<file path="src/rtl/mem_pkg.sv">
// mem_pkg: shared definitions for the sub-word memory access controller.
//   - CPU op encodings (OP_LW .. OP_SB)
//   - controller state enum (S_IDLE, S_RD, S_WR, S_RESP)
//   - small predicates on op codes
package mem_pkg;

  localparam logic [2:0] OP_LW  = 3'd0;
  localparam logic [2:0] OP_LH  = 3'd1;
  localparam logic [2:0] OP_LHU = 3'd2;
  localparam logic [2:0] OP_LB  = 3'd3;
  localparam logic [2:0] OP_LBU = 3'd4;
  localparam logic [2:0] OP_SW  = 3'd5;
  localparam logic [2:0] OP_SH  = 3'd6;
  localparam logic [2:0] OP_SB  = 3'd7;

  typedef enum logic [1:0] {
    S_IDLE = 2'd0,
    S_RD   = 2'd1,
    S_WR   = 2'd2,
    S_RESP = 2'd3
  } stateT;

  function automatic logic is_store(input logic [2:0] op);
    return (op == OP_SW) || (op == OP_SH) || (op == OP_SB);
  endfunction

  // Sub-word stores need a read-modify-write of the containing word.
  function automatic logic is_sub(input logic [2:0] op);
    return (op == OP_SH) || (op == OP_SB);
  endfunction

endpackage

</file>
<file path="src/rtl/mem_lane_unit.sv">
// mem_lane_unit: combinational byte-lane logic.
//   op        in  3   operation code (mem_pkg OP_*)
//   laneAddr  in  2   byte offset within the word (addr[1:0])
//   word      in  32  memory word (little-endian: byte 0 = bits 7:0)
//   wdata     in  32  CPU store data
//   loadVal   out 32  selected lane, sign/zero extended per op
//   storeWord out 32  word to write back (wdata for SW, merged word for SH/SB)
module mem_lane_unit
  import mem_pkg::*;
(
  input  logic [2:0]  op,
  input  logic [1:0]  laneAddr,
  input  logic [31:0] word,
  input  logic [31:0] wdata,
  output logic [31:0] loadVal,
  output logic [31:0] storeWord
);

  logic [7:0]  byteSel;
  logic [15:0] halfSel;
  logic [7:0]  mergedByte [4];

  always_comb begin
    byteSel = word[{laneAddr, 3'b000} +: 8];
    halfSel = word[{laneAddr[1], 4'b0000} +: 16];
    loadVal = '0;
    case (op)
      OP_LW:   loadVal = word;
      OP_LH:   loadVal = {{16{halfSel[15]}}, halfSel};
      OP_LHU:  loadVal = {16'h0000, halfSel};
      OP_LB:   loadVal = {{24{byteSel[7]}}, byteSel};
      OP_LBU:  loadVal = {24'h000000, byteSel};
      default: loadVal = '0;
    endcase
  end

  // Each byte lane independently decides whether it takes store data or keeps
  // the old memory byte. For SH, lane gi takes the half of wdata[15:0] that
  // matches its position inside the addressed halfword.
  generate
    for (genvar gi = 0; gi < 4; gi++) begin : gLane
      always_comb begin
        mergedByte[gi] = word[8*gi +: 8];
        if (op == OP_SB && laneAddr == 2'(gi))
          mergedByte[gi] = wdata[7:0];
        else if (op == OP_SH && laneAddr[1] == 1'(gi / 2))
          mergedByte[gi] = wdata[8*(gi % 2) +: 8];
      end
    end
  endgenerate

  assign storeWord = (op == OP_SW) ? wdata
                   : {mergedByte[3], mergedByte[2], mergedByte[1], mergedByte[0]};

endmodule

</file>
<file path="src/rtl/mem_access_ctrl.sv">
// mem_access_ctrl: sequential sub-word load/store controller in front of a
// word-wide data memory. One request at a time; SH/SB use read-modify-write.
//   clk        in   1   clock, rising edge
//   reset      in   1   asynchronous, active-low
//   req_valid  in   1   CPU request present
//   req_ready  out  1   idle, request accepted when req_valid & req_ready
//   op         in   3   operation (mem_pkg OP_*)
//   addr       in   32  byte address
//   wdata      in   32  store data
//   pc         in   32  PC of requesting instruction
//   resp_valid out  1   one-cycle completion pulse
//   rdata      out  32  extended load data (0 for stores/errors)
//   addr_err   out  1   misaligned or out-of-range request
//   dm_addr    out  32  word address to DM
//   dm_we      out  1   DM write enable
//   dm_wd      out  32  DM write data (0 when dm_we=0)
//   dm_rd      in   32  DM combinational read data
//   dm_pc      out  32  latched pc
module mem_access_ctrl
  import mem_pkg::*;
#(
  parameter int unsigned MEM_BYTES = 4096
) (
  input  logic        clk,
  input  logic        reset,
  input  logic        req_valid,
  output logic        req_ready,
  input  logic [2:0]  op,
  input  logic [31:0] addr,
  input  logic [31:0] wdata,
  input  logic [31:0] pc,
  output logic        resp_valid,
  output logic [31:0] rdata,
  output logic        addr_err,
  output logic [31:0] dm_addr,
  output logic        dm_we,
  output logic [31:0] dm_wd,
  input  logic [31:0] dm_rd,
  output logic [31:0] dm_pc
);

  stateT       stateReg, stateNext;
  logic [2:0]  opReg;
  logic [31:0] addrReg, wdataReg, pcReg, wordReg, rdataReg;
  logic        errReg;

  logic        accept;
  logic        misaligned, addrBad;
  logic [31:0] laneWord, loadVal, storeWord;

  assign accept = req_valid && (stateReg == S_IDLE);

  always_comb begin
    misaligned = 1'b0;
    case (op)
      OP_LW, OP_SW:          misaligned = (addr[1:0] != 2'b00);
      OP_LH, OP_LHU, OP_SH:  misaligned = addr[0];
      default:               misaligned = 1'b0;
    endcase
    addrBad = misaligned || (addr >= 32'(MEM_BYTES));
  end

  // Next-state logic; outputs are decoded directly from stateReg below.
  always_comb begin
    stateNext = stateReg;
    case (stateReg)
      S_IDLE: begin
        if (req_valid) begin
          if (addrBad)           stateNext = S_RESP;
          else if (op == OP_SW)  stateNext = S_WR;
          else                   stateNext = S_RD;
        end
      end
      S_RD:    stateNext = is_sub(opReg) ? S_WR : S_RESP;
      S_WR:    stateNext = S_RESP;
      S_RESP:  stateNext = S_IDLE;
      default: stateNext = S_IDLE;
    endcase
  end

  always_ff @(posedge clk or negedge reset) begin
    if (!reset) stateReg <= S_IDLE;
    else        stateReg <= stateNext;
  end

  always_ff @(posedge clk or negedge reset) begin
    if (!reset) begin
      opReg    <= OP_LW;
      addrReg  <= '0;
      wdataReg <= '0;
      pcReg    <= '0;
      wordReg  <= '0;
      rdataReg <= '0;
      errReg   <= 1'b0;
    end else begin
      if (accept) begin
        opReg    <= op;
        addrReg  <= addr;
        wdataReg <= wdata;
        pcReg    <= pc;
        rdataReg <= '0;       // stores and errors report zero data
        errReg   <= addrBad;
      end
      if (stateReg == S_RD) begin
        wordReg <= dm_rd;
        if (!is_store(opReg)) rdataReg <= loadVal;
      end
    end
  end

  // In RD the lane unit extracts from the live DM word; in WR it merges into
  // the word captured during RD.
  assign laneWord = (stateReg == S_RD) ? dm_rd : wordReg;

  mem_lane_unit uLane (
    .op        (opReg),
    .laneAddr  (addrReg[1:0]),
    .word      (laneWord),
    .wdata     (wdataReg),
    .loadVal   (loadVal),
    .storeWord (storeWord)
  );

  // dm_we is decoded from state so an asynchronous reset drops it at once.
  assign req_ready  = (stateReg == S_IDLE);
  assign resp_valid = (stateReg == S_RESP);
  assign dm_we      = (stateReg == S_WR);
  assign dm_wd      = dm_we ? storeWord : '0;
  assign dm_addr    = {addrReg[31:2], 2'b00};
  assign dm_pc      = pcReg;
  assign rdata      = rdataReg;
  assign addr_err   = errReg;

endmodule
</file>
<file path="config.mk">
export PLATFORM = sky130hd
export DESIGN_NAME = mem_access_ctrl
export DESIGN_NICKNAME = d
export VERILOG_FILES = /design/src/rtl/mem_pkg.sv /design/src/rtl/mem_lane_unit.sv /design/src/rtl/mem_access_ctrl.sv
export SDC_FILE = /design/constraint.sdc
export NUM_CORES = 1
export LEC_CHECK = 0
export ABC_AREA = 1
export CORE_MARGIN = 2
export CORE_UTILIZATION = 40
export DETAILED_ROUTE_END_ITERATION = 6
export PLACE_DENSITY_LB_ADDON = 0.25
export SYNTH_ARGS = -nofsm -noshare
export SYNTH_HDL_FRONTEND = slang
export SYNTH_SLANG_ARGS = --single-unit
export TNS_END_PERCENT = 20
</file>
<file path="constraint.sdc">
create_clock -name clk -period 5.9 [get_ports clk]
set_input_delay 1.18 -clock clk [delete_from_list [all_inputs] [get_ports clk]]
set_output_delay 1.18 -clock clk [all_outputs]
set_load 0.02 [all_outputs]
</file>
==> CHANGELOG.md <==
### Implementation results

* Clock network power at 1.10 mW
* Post-synthesis mux area share at 0%
* Post-Place Cells at 1582
* Number of antenna violations at the first check in global routing at 0
* Rel. slew slack at 32.14%
* Critical path startpoint category: flip-flop
* Total die area at 22510 µm²
* Met2 usage at 38.77%
* Leak at 5.614 nW
* Final count of negative-setup-slack endpoints at 0
* Final weighted congestion of routability-driven global placement at 0.8881
* Log Warnings at 31
* Fraction of power consumed by the clock network at 16.2%
* CP Max Fanout at 41
* Pre-CTS WS at 1.607 ns
* Endpoint kind of the worst setup timing path: output port
* Post-synthesis share of cell area spent on and-or and or-and gates at 12.54%
* Hold path startpoint: wdataReg[21]$_DFFE_PN0P_
* Count of different cell masters after synthesis at 36
* Mean post-synth cell area at 7.575 µm²
* Simple logic cell fraction of the synthesized area at 27.53%
* Signal arrival time at the worst endpoint at 3.45 ns
* Number of endpoints with negative hold slack in the final report at 0
* GR Layer Usage met3 at 6.738%
* Switching fraction of total power at 46.54%
* Clock network latency to the later pin of the worst-skew pair at 0.44 ns
* RSZ-0062 raised after global routing: no
* Class of the tightest hold or removal check: reg -> reg
* Buffer cell driving the clock tree root: sky130_fd_sc_hd__clkbuf_16
* Proportion of power drawn by combinational gates at 54.9%
* Top-level I/O count at 266
* Synth top cells by count: 431 x sky130_fd_sc_hd__nand2_1, 166 x sky130_fd_sc_hd__dfrtp_1, 93 x sky130_fd_sc_hd__inv_1, 83 x sky130_fd_sc_hd__o21ai_0, 63 x sky130_fd_sc_hd__nand3_1
* Clock transition at the registers of the reported paths at 0.07 ns
* Nets@finish at 1464
* Vias in the first global route at 7498
* Maximum number of pins on one net before global-route repair at 101
* Share of layout cells above drive strength 1 at 5.601%
* Most frequent logic cell in the layout: sky130_fd_sc_hd__nand2_1
* Antenna-violating nets left at 0
* Total Routing Usage GR at 24.43%
* Routed WL per cell at 16.72 µm
* Sequential cell area at 4154 µm²
* Sw power at 3.162 mW
* Share of the clock period used by the worst path after layout at 78.40%
* Fin area at 11620 µm²
* DIE HEIGHT at 150.0 µm
* Final critical-path required period at 4.626 ns
* Post-synthesis share of cell area spent on full adders, half adders and majority gates at 0.5868%
* MI comb area at 3486 µm²
* Sum of buffers and inverters on the critical path at 4
* Violated checks: DRC
* Seq pwr share at 28.9%
* Top comb family, area: simple AND/OR/NAND/NOR gates
* Category of cells accounting for the largest share of critical-path delay: buffers and inverters
* Residual DRC at 1
* Tally of buffers added on design ports at 263
* Highest Clock Rate at 216.2 MHz
* Fin Hold WS at 0.4724 ns
* Largest stage delay, worst path at 0.74 ns
* Largest clock skew in the final design at 0.009224 ns
* Clock tree from TritonCTS: done
* Area share of the leading cell type in the synthesized netlist at 48.70%
* First-pass GRT wire length at 41770 µm
* Proportion of register bits with asynchronous set or reset after synthesis at 100.0%
* RR Startpoint: stateReg[1]$_DFFE_PN0P_
* Total power after layout at 6.795 mW
* Crit-path slowest cell: sky130_fd_sc_hd__ha_2
* Post-synthesis cell area at 8529 µm²
* Total cells reported by yosys after synthesis at 1126
* Post-synthesis chip area from yosys at 8529 µm²
* Dominant cell type by area after synthesis: sky130_fd_sc_hd__dfrtp_1
* Worst setup slack after layout at 1.274 ns
* Number of detailed-routing iterations run before antenna repair at 7
* Syn Inst Count at 1126
* Filler-free cell count of the finished design at 1614
* Area overhead of the layout relative to synthesis at 36.22%
* Final Slew Violations at 0
* Fill cell instance count of the final layout at 1989
* TritonCTS sink count at 166
* Internal power of the cells at 3.633 mW
* Worst IR Drop VDD at 0.0002547 V
* Die extent in x at 150.0 µm
* Final HPWL DP at 19570 µm
* Crit-path cells: inv_1 > ha_2 > buf_4 > nand2_1 > o21ai_1 > inv_1 > nand2_1 > o211ai_1 > a21oi_1 > clkdlybuf4s50_1
* Number of levels in the clock H-tree at 4
* Post-CTS Hold Buffers at 0
* EDFF count, synth at 0
* Measured slew at the worst slew-check pin at 1.018 ns
* TritonCTS Buffers at 17
* Most used routing layer: met2
* Total of max-cap violations at 0
* Synth Flop Type: sky130_fd_sc_hd__dfrtp_1
* Clock Path Buffers at 2
* Met1 wire length at 11470 µm
* Power density over cell area at 584.8 nW/µm²
* Result of the run: finished, violations left
* Most numerous cell in the Yosys netlist: sky130_fd_sc_hd__nand2_1
* Setup Crit Path Kind: reg -> out
* Count of warnings emitted by yosys at 0
* Seq pwr at 1.96 mW
* Req. time, crit path at 4.72 ns
* Post-cts repair resize count at 0
* Placed Area at 11050 µm²
* Number of DRC markers in iteration 0 at 613
* Via count of the routed design at 7971
* Most instantiated logic cells after routing: 430 x sky130_fd_sc_hd__nand2_1, 262 x sky130_fd_sc_hd__clkdlybuf4s50_1, 166 x sky130_fd_sc_hd__dfrtp_1
* Met2 routed wirelength at 12550 µm
* Xor/xnor share at 0%
* Global-route met1 utilization at 32.30%
* GR Overflow Total at 0
* Detailed route wirelength on metal3 at 2362 µm
* Setup repair bufs after CTS at 0
* Number of diodes at 0
* Top Layer Used: met4
* Post-synthesis sequential area ratio at 48.70%
* Startpoint of the worst setup timing path: stateReg[1]$_DFFE_PN0P_
* Biggest power consumer among the groups: combinational logic
* Setup total negative slack at 0 ns
* Routed Wire Length at 26980 µm
* Post-synth regs at 166
* Main area contributors: sky130_fd_sc_hd__dfrtp_1 49%, sky130_fd_sc_hd__nand2_1 19%, sky130_fd_sc_hd__o21ai_0 4.9%, sky130_fd_sc_hd__inv_1 4.1%, sky130_fd_sc_hd__nand3_1 3.7%
* Combinational-cell power consumption at 3.73 mW
* Routed via count divided by cell count at 4.939
[worst paths after layout]
kind                                                  to  slack [ns]  cells after the start
worst min-delay path            wdataReg[21]$_DFFE_PN0P_        0.47                      2
min in group asynchronous        addrReg[18]$_DFFE_PN0P_        0.65                      1
worst min register to register  wdataReg[21]$_DFFE_PN0P_        0.47                      2
worst max-delay path                           dm_wd[28]        1.27                     10
worst max register to register       rdata[22]$_DFF_PN0_        2.67                     11
max in group asynchronous          dm_pc[26]$_DFFE_PN0P_        3.90                      2
[area by class of cell]
type / count / area share [%]
tap: 275 / 2.961
clock inverter: 14 / 1.152
clock buffer: 18 / 3.780
sequential: 166 / 35.75
timing repair buffer: 270 / 23.12
multi-input combinational: 771 / 30.00
inverter: 100 / 3.231
Fig. 1: I/O nets highlighted
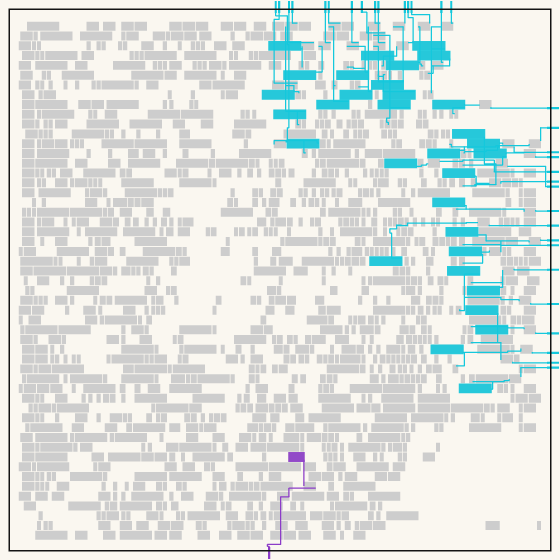
[rdata] cyan | bits: 32 | direction: output | end cells: 32 | buffers: 32 | wire: 978 µm
[resp_valid] purple | bits: 1 | direction: output | end cells: 1 | buffers: 1 | wire: 37.8 µm

Fig. 2: cell area per tile
The die is cut into 15 by 15 equal tiles; black is low, pale yellow is high, 0 to 100% covered.
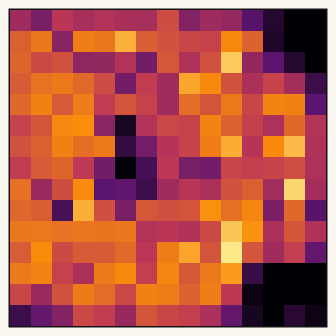
mean over tiles: 50%
tiles over 75% full: 6.2%
emptiest ninth of the die: bottom right
fullest tile: 95%
nearly empty tiles: 5.8%
core outline area: 20960 µm²
Finished Core Util: 55.45%
Initial Utilization: 40.70%

Fig. 3: cell placement
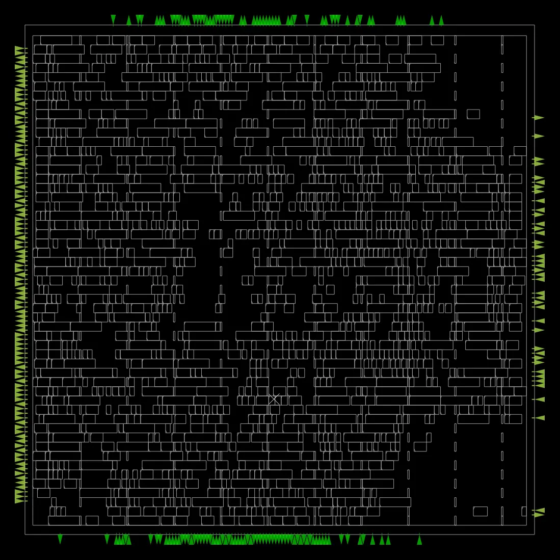
number of well taps: 275
Seq/total area: 35.75%
number of core rows: 53

Power figures rest on the tool's default switching activity, not on a simulated workload.
